**src/rtl/rename_regfile.sv**
```systemverilog
// rename_regfile
//   Register file with Tomasulo-style renaming. Each architectural register
//   holds a data word and a reservation-station tag. A nonzero tag means the
//   register is waiting on that station. The common data bus clears the
//   waiting tags and loads the data.
//
// Parameters
//   NUM_REGS  number of architectural registers (power of two, 4..64)
//   DATA_W    register data width
//   TAG_W     reservation-station tag width; tag 0 = not redirected
//   ZERO_REG  1: register 0 is hard-wired to zero and never renamed
//
// Ports
//   clock, reset_n        rising-edge clock, asynchronous active-low reset
//   issue                 instruction issues this cycle
//   A_address, B_address  source operand register indices
//   dest                  destination register index
//   RS_calculating_value  tag of the station that will produce dest
//   write, In_data,       common-data-bus broadcast: valid, value and
//   In_source             producing tag
//   flush                 drop every redirection (misprediction recovery)
//   A_out, B_out          operand data, or the zero-extended tag if invalid
//   A_invalid, B_invalid  1 = matching *_out carries a tag
//   out_valid             operands were updated by the previous edge's issue
//   busy_count            number of registers currently redirected
module rename_regfile #(
   parameter int unsigned NUM_REGS = 32,
   parameter int unsigned DATA_W   = 32,
   parameter int unsigned TAG_W    = 6,
   parameter bit          ZERO_REG = 1'b0
) (
   input  logic                         clock,
   input  logic                         reset_n,
   input  logic                         issue,
   input  logic [$clog2(NUM_REGS)-1:0]  A_address,
   input  logic [$clog2(NUM_REGS)-1:0]  B_address,
   input  logic [$clog2(NUM_REGS)-1:0]  dest,
   input  logic [TAG_W-1:0]             RS_calculating_value,
   input  logic                         write,
   input  logic [DATA_W-1:0]            In_data,
   input  logic [TAG_W-1:0]             In_source,
   input  logic                         flush,
   output logic [DATA_W-1:0]            A_out,
   output logic [DATA_W-1:0]            B_out,
   output logic                         A_invalid,
   output logic                         B_invalid,
   output logic                         out_valid,
   output logic [$clog2(NUM_REGS):0]    busy_count
);

   localparam int unsigned AW = $clog2(NUM_REGS);
   localparam int unsigned CW = AW + 1;

   logic [DATA_W-1:0] reg_file      [NUM_REGS];
   logic [TAG_W-1:0]  tag           [NUM_REGS];
   logic [DATA_W-1:0] reg_file_next [NUM_REGS];
   logic [TAG_W-1:0]  tag_next      [NUM_REGS];
   logic [CW-1:0]     busy_next;
   logic [DATA_W:0]   a_look;
   logic [DATA_W:0]   b_look;
   logic              do_issue;
   logic              do_write;

   assign do_issue = issue & ~flush;
   assign do_write = write & (In_source != '0);

   // Operand lookup against the pre-edge mapping. The result is {invalid, value}.
   // A broadcast of the awaited tag in the same cycle bypasses straight to data.
   function automatic logic [DATA_W:0] lookup(input logic [AW-1:0] idx);
      logic [TAG_W-1:0] t;
      t = tag[idx];
      if (ZERO_REG && idx == '0)
         return '0;
      else if (t == '0)
         return {1'b0, reg_file[idx]};
      else if (write && In_source == t)
         return {1'b0, In_data};
      else
         return {1'b1, DATA_W'(t)};
   endfunction

   always_comb begin
      a_look = lookup(A_address);
      b_look = lookup(B_address);
   end

   // Priority per register: the broadcast clears the tag and loads data, then
   // a new issue overrides the tag, then flush clears every tag. Data still
   // follows the broadcast.
   always_comb begin
      busy_next = '0;
      for (int unsigned i = 0; i < NUM_REGS; i++) begin
         reg_file_next[i] = reg_file[i];
         tag_next[i]      = tag[i];
         if (do_write && tag[i] == In_source) begin
            reg_file_next[i] = In_data;
            tag_next[i]      = '0;
         end
         if (do_issue && RS_calculating_value != '0 && dest == AW'(i))
            tag_next[i] = RS_calculating_value;
         if (flush)
            tag_next[i] = '0;
         if (ZERO_REG && i == 0) begin
            reg_file_next[i] = reg_file[i];
            tag_next[i]      = '0;
         end
         if (tag_next[i] != '0)
            busy_next = busy_next + CW'(1);
      end
   end

   always_ff @(posedge clock or negedge reset_n) begin
      if (!reset_n) begin
         for (int unsigned i = 0; i < NUM_REGS; i++) begin
            reg_file[i] <= DATA_W'(i);
            tag[i]      <= '0;
         end
         A_out      <= '0;
         B_out      <= '0;
         A_invalid  <= 1'b0;
         B_invalid  <= 1'b0;
         out_valid  <= 1'b0;
         busy_count <= '0;
      end else begin
         for (int unsigned i = 0; i < NUM_REGS; i++) begin
            reg_file[i] <= reg_file_next[i];
            tag[i]      <= tag_next[i];
         end
         busy_count <= busy_next;
         out_valid  <= do_issue;
         if (do_issue) begin
            A_out     <= a_look[DATA_W-1:0];
            A_invalid <= a_look[DATA_W];
            B_out     <= b_look[DATA_W-1:0];
            B_invalid <= b_look[DATA_W];
         end
      end
   end

endmodule

```
**config.mk**
```make
export PLATFORM = sky130hd
export DESIGN_NAME = rename_regfile
export DESIGN_NICKNAME = d
export VERILOG_FILES = /design/src/rtl/rename_regfile.sv
export SDC_FILE = /design/constraint.sdc
export NUM_CORES = 2
export LEC_CHECK = 0
export CORE_MARGIN = 2
export CORE_UTILIZATION = 45
export DETAILED_ROUTE_END_ITERATION = 10
export GPL_TIMING_DRIVEN = 1
export SKIP_CTS_REPAIR_TIMING = 1
export SKIP_LAST_GASP = 1
export SLEW_MARGIN = 5
export SYNTH_ARGS = -nofsm -noshare
export SYNTH_HDL_FRONTEND = slang
export SYNTH_SLANG_ARGS = --single-unit
```
**constraint.sdc**
```tcl
create_clock -name clock -period 22.2 [get_ports clock]
set_input_delay 3.33 -clock clock [delete_from_list [all_inputs] [get_ports clock]]
set_output_delay 3.33 -clock clock [all_outputs]
set_load 0.05 [all_outputs]
```
==> images/wires.png <==
Two of the layers only.
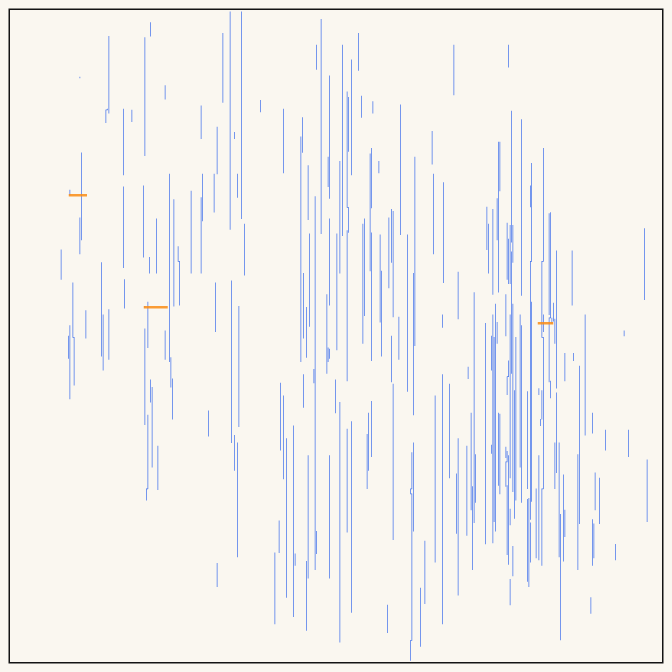
layer	colour	wire length
metal 4	blue	11,700 um
metal 5	orange	32.2 um
vias after detailed routing: 52,765
routed wire length per instance: 30.8 um

==> images/io_placement.png <==
Pins as bars across the die edge, other pins in grey.
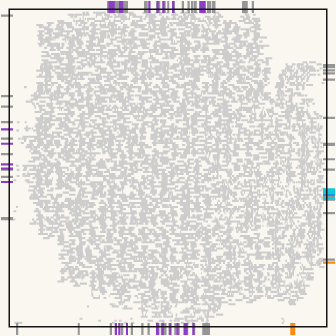
port	colour	pins	direction	edge
B_out	purple	32	output	15 north, 12 south, 5 west
dest	cyan	5	input	east
flush	blue	1	input	east
In_source	orange	6	input	5 south, 1 east
Port Buf Inserts: 136
die boundary height: 416 um
width of the chip: 416 um

==> flow_summary_export.csv <==
group,metric,value,unit
final_layout,seq-cell-share,37.5,%
clock_tree,path_clk_slew,0.06,ns
global_routing,grt_first_pass_wirelength,371000,um
place,place.gp.congestion,0.928,
yosys,ys_chip_area,76200,sq um
sta,achievable-frequency,46.3,MHz
sta,totalNegativeSetupSlack,0,ns
final_layout,fin_nets,5897,
sta,timing.final.setup_violations,0,
sta,relSlewSlack,14.1,%
die,floorplan.rows,151,
clock_tree,cts.sink_count,1289,
sta,finalHoldWorstSlack,0.483,ns
sta,finalMaxSlewViolations,0,
yosys,synthTopCellsByCount,"sky130_fd_sc_hd__dfrtp_1 (1,209), sky130_fd_sc_hd__mux2_2 (970), sky130_fd_sc_hd__mux4_2 (760)",
critical_path,cp_data_arrival_time,22.33,ns
yosys,edf_count,0,
final_layout,final-clk-cell-share,5.76,%
die,core_region_area,169000,sq um
final_layout,combAreaFraction,49.3,%
yosys,synth_dominant_cell_count,"sky130_fd_sc_hd__dfrtp_1",
final_layout,drive_above_1_share,43.0,%
place,detailedPlacementHpwl,146000,um
final_layout,diodes,3,
drt,antenna_violating_nets_post_route,0,
place,placement.setup.worst_slack,-1.08,ns
drt,route.detailed.drc,0,
final_layout,area.growth.synth_to_final,13.2,%
final_layout,reg.largest.list,"reg_file x1024, tag x192",
final_layout,n_fill_cell,14402,
die,nWellTaps,2218,
critical_path,slowest_delay,0.49,ns
critical_path,timing_worst_setup_path_type,"in -> reg",
critical_path,critPathRequiredTime,22.92,ns
drt,dr_wl_met2,119000,um
job,timing.max_cap.violations,0,
critical_path,cp_num_buf_inv,11,
final_layout,dominant-cell-class,"multi-input combinational cells",
yosys,synth_seq_share,42.4,%
die,num_io_pins,137,
critical_path,cp_top_family,"adder cells",
drt,number_of_drc_markers_after_the_initial_detailed_route_iteration,5361,
global_routing,grt-ovfl-total,0,
final_layout,multi_input_comb_cells,3918,
critical_path,worstSetupStartpointType,"primary input",
yosys,yosysWarnings,0,
final_layout,non_clock_buffer_count,412,
power_and_ir_drop,power_switching,1.85,mW
sta,worst-slew-pin-transition,1.28,ns
power_and_ir_drop,leakage,36.3,nW
final_layout,top_register,"reg_file",
yosys,synthesis.instances,5777,
global_routing,grt_start_max_net_pins,173,
sta,finClkSkew,0.0360,ns
drt,met1_length,102000,um
final_layout,postLayoutCoreUtil,51.1,%
final_layout,seqCellArea,32400,sq um
drt,viasPerCell,6.48,
clock_tree,tritoncts_clock_tree,"built",
final_layout,final-nonclk-buf-share,4.05,%
sta,final_hold_violations,0,
clock_tree,cts-root-buf,"sky130_fd_sc_hd__clkbuf_16",
power_and_ir_drop,power.share.clock,38.0,%
outcome,run_status,"completed",
==> images/layer_met3.png <==
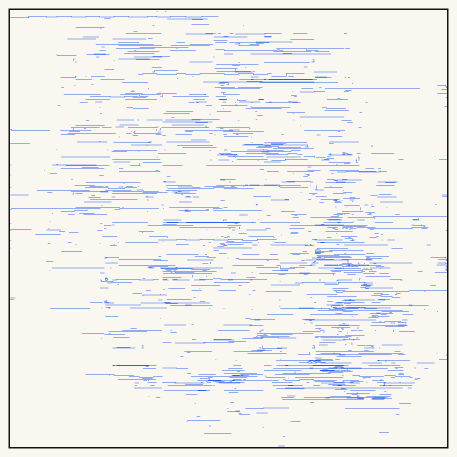
longest straight run	145 um
nets with wire on the layer	539
wire length on this layer	17,700 um
share of all routed wire	7.1%
met3 Resource Use GR: 5.12%
WL final: 251,000 um

==> images/congestion.png <==
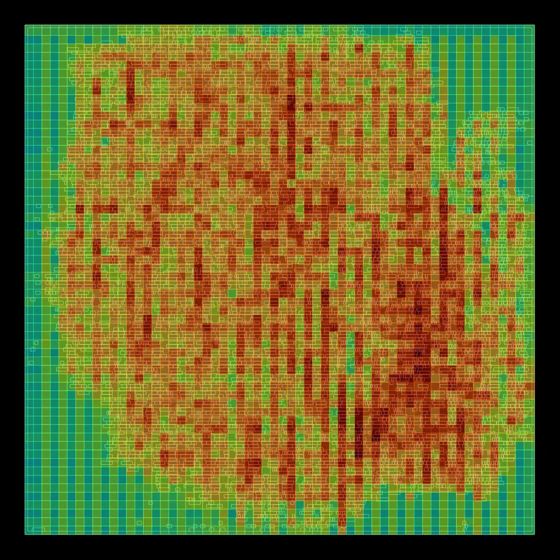
GR Util met2: 46.4%
met1 Track Usage GR: 39.0%
overall track demand over capacity in global routing: 29.0%
global-route layer with the greatest usage: met2

[placed cells by master (no fill, tap or decap), types with 11 or more instances in the layout]
cell	instances
sky130_fd_sc_hd__dfrtp_1	1209
sky130_fd_sc_hd__mux2_2	960
sky130_fd_sc_hd__mux4_2	760
sky130_fd_sc_hd__nand2_1	536
sky130_fd_sc_hd__nor2_1	285
sky130_fd_sc_hd__buf_4	273
sky130_fd_sc_hd__xnor2_1	195
sky130_fd_sc_hd__a21oi_1	190
sky130_fd_sc_hd__clkbuf_16	148
sky130_fd_sc_hd__clkdlybuf4s50_1	107
sky130_fd_sc_hd__nand3b_1	104
sky130_fd_sc_hd__xor2_1	98
sky130_fd_sc_hd__o21ai_0	81
sky130_fd_sc_hd__dfstp_2	80
sky130_fd_sc_hd__mux2i_1	74
sky130_fd_sc_hd__a31oi_1	57
sky130_fd_sc_hd__nand3_1	44
sky130_fd_sc_hd__a22oi_1	39
sky130_fd_sc_hd__nand4_1	37
sky130_fd_sc_hd__clkinv_2	33
sky130_fd_sc_hd__clkbuf_1	32
sky130_fd_sc_hd__nor3_1	31
sky130_fd_sc_hd__clkbuf_8	27
sky130_fd_sc_hd__inv_1	25
sky130_fd_sc_hd__nor4_2	23
sky130_fd_sc_hd__nor4_1	20
sky130_fd_sc_hd__ha_4	19
sky130_fd_sc_hd__nor3b_1	17
sky130_fd_sc_hd__or4_1	16
sky130_fd_sc_hd__nand2b_1	16
sky130_fd_sc_hd__ha_1	12
sky130_fd_sc_hd__bufinv_16	12
sky130_fd_sc_hd__mux2_4	11
sky130_fd_sc_hd__buf_2	11
[power groups by stage]
stage | Sequential, mW | Clock [mW] | Combinational, mW
after floorplan | 2.89 | 0 | 0.844
after global placement | 2.86 | 0 | 1.23
after detailed placement | 2.88 | 0 | 1.26
after CTS | 2.84 | 2.56 | 1.26
after global routing | 2.88 | 2.66 | 1.35
final | 2.85 | 2.52 | 1.27
[metrics by stage]
stage / std cells / power, mW
3_3_place_gp: 7859 / 4.09
4_1_cts: 8125 / 6.66
2_1_floorplan: 5777 / 3.74
3_5_place_dp: 7859 / 4.14
5_1_grt: 8140 / 6.90
6_report: 8141 / 6.64
[kinds of logic (layout without fill, tap and decap cells)]
kind of cell	after synthesis	in the layout	share of synthesized area, %
AND-OR/OR-AND	497	497	4.14
flip-flops	1289	1289	42.4
AND/OR/NAND/NOR	1251	1251	7.81
buffers and inverters	570	713	2.92
XOR/XNOR	331	331	4.38
multiplexers	1808	1808	37.8
other	0	3	0
adder cells (fa/ha/maj)	31	31	0.509
[final timing paths]
kind / slack, ns / start / end / cells after the start
max: 0.59 / dest[2] / busy_count[5]$_DFF_PN0_ / 106
min: 0.48 / B_out[1]$_DFFE_PN0P_ / B_out[1]$_DFFE_PN0P_ / 2
max reg2reg: 2.94 / tag[182]$_DFF_PN0_ / busy_count[5]$_DFF_PN0_ / 104
min reg2reg: 0.48 / B_out[1]$_DFFE_PN0P_ / B_out[1]$_DFFE_PN0P_ / 2
max in group asynchronous: 15.63 / reset_n / reg_file[939]$_DFFE_PN0P_ / 5
min in group asynchronous: 2.54 / reset_n / reg_file[447]$_DFFE_PN0P_ / 1
Power figures rest on the tool's default switching activity, not on a simulated workload.
